==> config.mk <==
export PLATFORM = sky130hd
export DESIGN_NAME = alu_seq_ctrl
export DESIGN_NICKNAME = d
export VERILOG_FILES = /design/src/rtl/alu_seq_ctrl.sv
export SDC_FILE = /design/constraint.sdc
export NUM_CORES = 1
export LEC_CHECK = 0
export CAP_MARGIN = 10
export CORE_UTILIZATION = 45
export CTS_BUF_LIST = sky130_fd_sc_hd__clkbuf_4 sky130_fd_sc_hd__clkbuf_8 sky130_fd_sc_hd__clkbuf_16
export DETAILED_ROUTE_END_ITERATION = 12
export PLACE_DENSITY = 0.85
export SYNTH_ARGS = -nofsm -noshare
export SYNTH_HDL_FRONTEND = slang
export SYNTH_SLANG_ARGS = --single-unit
==> constraint.sdc <==
create_clock -name clk -period 4.1 [get_ports clk]
set_input_delay 0.41 -clock clk [delete_from_list [all_inputs] [get_ports clk]]
set_output_delay 0.41 -clock clk [all_outputs]
set_load 0.03 [all_outputs]
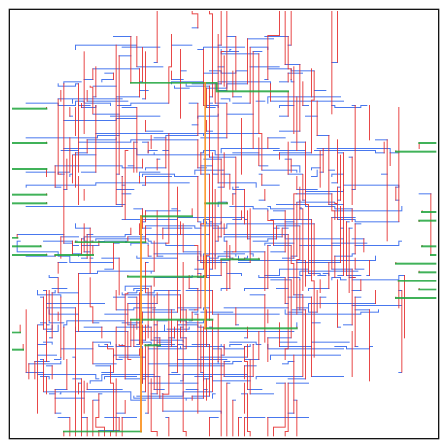
**Above:** run 1 (routed metal, one colour a layer).
- met3: green (wire length 194 um)
- met1: blue (wire length 1860 um)
- met4: orange (wire length 72.8 um)
- met2: red (wire length 2040 um)
total track usage: 20.7%
final wirelength: 4170 um
average wire per standard cell: 14.3 um
Via Count: 1569

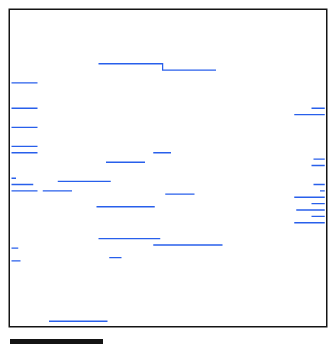
**Above:** run 1 (metal 3).
Scale bar: 20 um.
- nets with wire on the layer: 28
- share of all routed wire: 4.7%
- main direction: horizontal
met3 usage: 5.57%

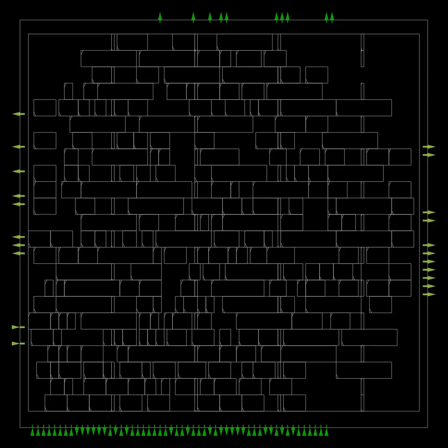
**Above:** run 1 (placed standard cells).
Fill cells: 333
Flops: 38

==> results_dict.tcl, run 1 <==
# implementation run metrics
set metrics [dict create \
    powerSeq_mw 0.508 \
    vdd_drop_max_v 0.000336 \
    top_power_group "sequential cells" \
    p_sw_share_pct 36.7 \
    wl_met1_um 1860 \
    post_cts_resized 0 \
    cp_max_fo 12 \
    min_path_cells 1 \
    crit_type "in -> out" \
    die_area_um2 4570 \
    largest_register_ffs 32 \
    met3WireLength_um 194 \
    slew_headroom_pct 68.5 \
    comb.multi_input.count 133 \
    gp_congestion 0.791 \
    drc 0 \
    arrival_ps 2680 \
    taps 50 \
    slowest_delay_ps 750 \
    grt-ovfl-total 0 \
    rows 23 \
    nClkBuffers 7 \
    p_comb_share_pct 33.9 \
    htree_levels 2 \
    num-nonclk-buffers 57 \
    finClkSkew_ps 6.41 \
    grt_max_degree 39 \
    cp.depth 5 \
    edf_count 0 \
    dp_slack_ps 1020 \
    drtPass1Iterations 4 \
    initCoreUtil_pct 47.7 \
    max_freq_ghz 0.323 \
    postCtsSetupBuffers 0 \
    setup_ws_ps 1010 \
    clkCellAreaFrac_pct 4.31 \
    clock_path_buffers 2 \
    p_sw_mw 0.462 \
    antenna_cells 0 \
    min_period_ps 3090 \
    busiest_layer "met2" \
    status "completed" \
    pwr-share-clk_pct 25.8 \
    die-width_um 67.6 \
    synth_seq_share_pct 49.1 \
    clock_latency_ps 300 \
    final_cell_area_um2 2640 \
    synth_cell_type_count 39 \
    coreArea_um2 4060 \
    most_common_cell "dfrtp_1" \
    crit_top_cell "clkdlybuf4s50_1" \
    die_h_um 67.6 \
    antenna_found_initial 0 \
    critPathLaunchType "input port" \
    cts_tree "done" \
    syn_to_final_growth_pct 36.3 \
    cp_top_family "buffers and inverters" \
    bufAreaShareNonClock_pct 21.4 \
    comb_area_um2 928 \
    seq_share_pct 36.0 \
    netlist_instances 183 \
    path_clk_slew_ps 70 \
    final_core_util_pct 65.1 \
    grt.met2_usage_pct 32.4 \
    critical_path_buf_inv_count 2 \
    ff2ff_path_depth 5 \
    worstMarginPinSlew_ps 473 \
    leakage_nw 1.18 \
    final_layout_size_suffix_gt1_share_pct 9.13 \
    flop_area_um2 951 \
    grt_util_met1_pct 26.5 \
    cts_buffers 5 \
    synth.area.top_cells "dfrtp_1 (49%), xnor2_1 (11%), nand2_1 (4.7%), nand4_1 (3.9%), xor2_1 (3.2%)" \
    ios 85 \
    pwr-share-seq_pct 40.3 \
    slowest_stage "clkdlybuf4s50_1" \
]
[run 1: cell usage in the layout (no fill, tap or decap), types with 2 or more instances in the layout]
master,netlist,final
clkdlybuf4s50_1,0,55
dfrtp_1,38,38
xnor2_1,25,25
nand2_1,24,24
nand4_1,12,12
nand3_1,10,10
and3_1,8,8
nor2_1,7,7
xor2_1,7,7
inv_1,5,5
clkbuf_8,0,5
and4_1,3,3
a21oi_1,3,3
and3_2,3,3
and2_1,3,3
nor3_1,3,3
nor2b_1,2,2
nor3b_1,2,2
nor4b_4,2,2
clkbuf_4,0,2
buf_4,2,2
[run 1: logic make-up after synthesis]
group           Yosys count  share of synthesized area, %
mux                       2                          1.10
compound gates           11                          4.00
flops                    38                          49.1
xor+xnor                 32                          14.5
fa+ha+maj                 1                         0.646
buf+inv                  12                          2.97
simple gates             87                          27.7
**Run 1: a small window of the routed layout**

Window x 14 to 54, y 0 to 40 um. Cells in grey, sequential cells in the stronger grey; small squares are vias.
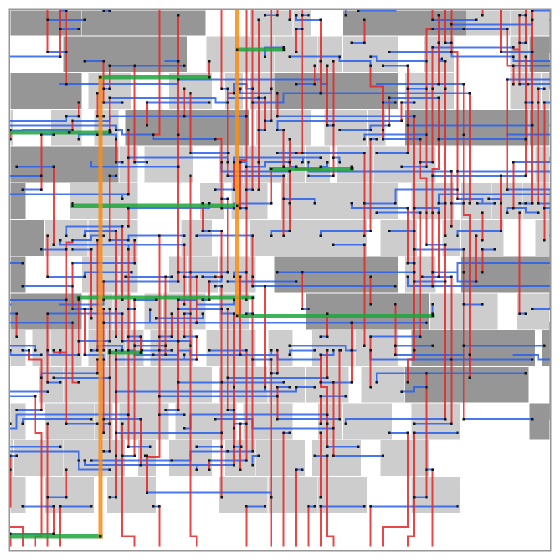

==> run 2: changes to the inputs <==
CORE_UTILIZATION = 38   (was 45)
PLACE_DENSITY = 0.76   (was 0.85)
clock period = 2.8 ns   (was 4.1 ns; I/O delays follow)
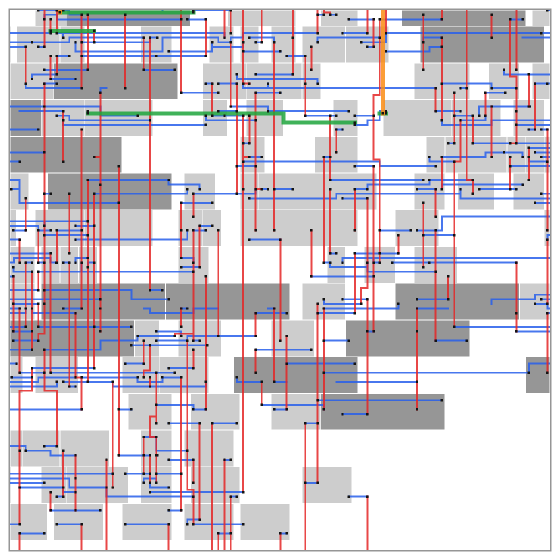
**Above:** run 2 (a small window of the routed layout).
Window x 17 to 57, y 2 to 42 um. Cells in grey, sequential cells in the stronger grey; small squares are vias.
- met3: green
- met4: orange
- met1: blue
- met2: red
- cells with their middle in the window: 88
- sequential cells in the window: 11
- most frequent: clkdlybuf4s50_1 (11), dfrtp_1 (11), nand2_1 (9)

==> run 2 against run 1 <==
Against the previous run: core utilization is 10 points lower; design area grew 0.19%; final cell count is 5.8% higher; wire length increased by 0.53%.
==> results_dict.tcl, run 2 <==
# implementation run metrics
set metrics [dict create \
    drc 0 \
    grt.met2_usage_pct 26.2 \
    coreArea_um2 4820 \
    leakage_nw 1.17 \
    edf_count 0 \
    p_sw_mw 0.660 \
    postCtsSetupBuffers 0 \
    bufAreaShareNonClock_pct 21.9 \
    drv_cap 0 \
    taps 67 \
    rows 25 \
    gp_congestion 0.841 \
    ys_sh_aoi_pct 4.01 \
    htree_levels 2 \
    grt-ovfl-total 0 \
    grt.met3_usage_pct 5.90 \
    synth_cell_type_count 39 \
    setup_ws_ps 257 \
    yosys-mux-area-fraction_pct 1.10 \
    initCoreUtil_pct 40.2 \
    die_area_um2 5390 \
    ios 85 \
    die_h_um 73.4 \
    max_freq_ghz 0.393 \
    comb.multi_input.count 133 \
    pwr-share-seq_pct 42.9 \
    busiest_layer "met2" \
    cts_buffers 5 \
    lay_top_count "clkdlybuf4s50_1" \
    nFillCells 465 \
    cp_max_fo 13 \
    netlist_instances 183 \
    dp_slack_ps 339 \
    yosys.area_share.simple_pct 27.7 \
    comb_area_um2 928 \
    min_path_cells 1 \
    final_core_util_pct 54.9 \
    die-width_um 73.4 \
    wl_met1_um 2000 \
    most_common_cell "dfrtp_1" \
    final_layout_size_suffix_gt1_share_pct 9.13 \
    critPathLaunchType "flop" \
    fa_ha_area_share_pct 0.646 \
    floorplan.nets 220 \
    lay_top_cells "clkdlybuf4s50_1 (55), dfrtp_1 (38), xnor2_1 (25), nand2_1 (24), nand4_1 (12)" \
    crit_type "reg -> out" \
    ff2ff_path_depth 6 \
    worstMarginPinSlew_ps 461 \
    status "completed" \
    met3WireLength_um 255 \
    hold_class "reg -> reg" \
    syn_to_final_growth_pct 36.6 \
    grt_max_degree 39 \
    final_cell_area_um2 2650 \
    pwr-share-clk_pct 21.2 \
    drtPass1Iterations 4 \
    xor_share_pct 14.5 \
    synth_seq_share_pct 49.1 \
    num-nonclk-buffers 59 \
    slew_headroom_pct 69.3 \
    post_cts_resized 0 \
    flop_area_um2 951 \
    antenna_found_initial 0 \
    nClkBuffers 6 \
    p_comb_share_pct 36.0 \
    largest_register_ffs 32 \
    p_sw_share_pct 38.0 \
    grt_util_met1_pct 23.2 \
    synth.area.top_cells "dfrtp_1 (49%), xnor2_1 (11%), nand2_1 (4.7%), nand4_1 (3.9%), xor2_1 (3.2%)" \
    clkCellAreaFrac_pct 3.12 \
    seq_share_pct 36.0 \
    ff_count 38 \
    wl_um 4190 \
    grt_usage_pct 17.0 \
    vdd_drop_max_v 0.000414 \
    wire_per_inst_um 13.6 \
    antenna_cells 0 \
    clock_path_buffers 2 \
    path_clk_slew_ps 70 \
    finalHoldViolations 0 \
    clock_latency_ps 280 \
    arrival_ps 2260 \
]
[run 2: cell counts after synthesis]
No cell type changed its count.
[run 2: cell families (layout without fill, tap and decap cells)]
logic type | count (synthesis) | count (layout)
flops | 38 | 38
buf+inv | 12 | 70
simple gates | 87 | 87
compound gates | 11 | 11
xor+xnor | 32 | 32
fa+ha+maj | 1 | 1
mux | 2 | 2
[run 2: power by group through the flow]
stage	Sequential, mW	Combinational [mW]	Clock, mW
2_1_floorplan	0.776	0.368	0
3_3_place_gp	0.750	0.620	0
3_5_place_dp	0.755	0.627	0
4_1_cts	0.744	0.629	0.374
5_1_grt	0.762	0.676	0.405
6_report	0.744	0.624	0.368
[run 2: critical path: stages, from the launching register on]
cell and delay [ps]:
dfrtp_1 600, and4bb_1 290, nand4_1 220, nand2_1 190, clkdlybuf4s50_1 680
Power and IR drop assume default switching activity.
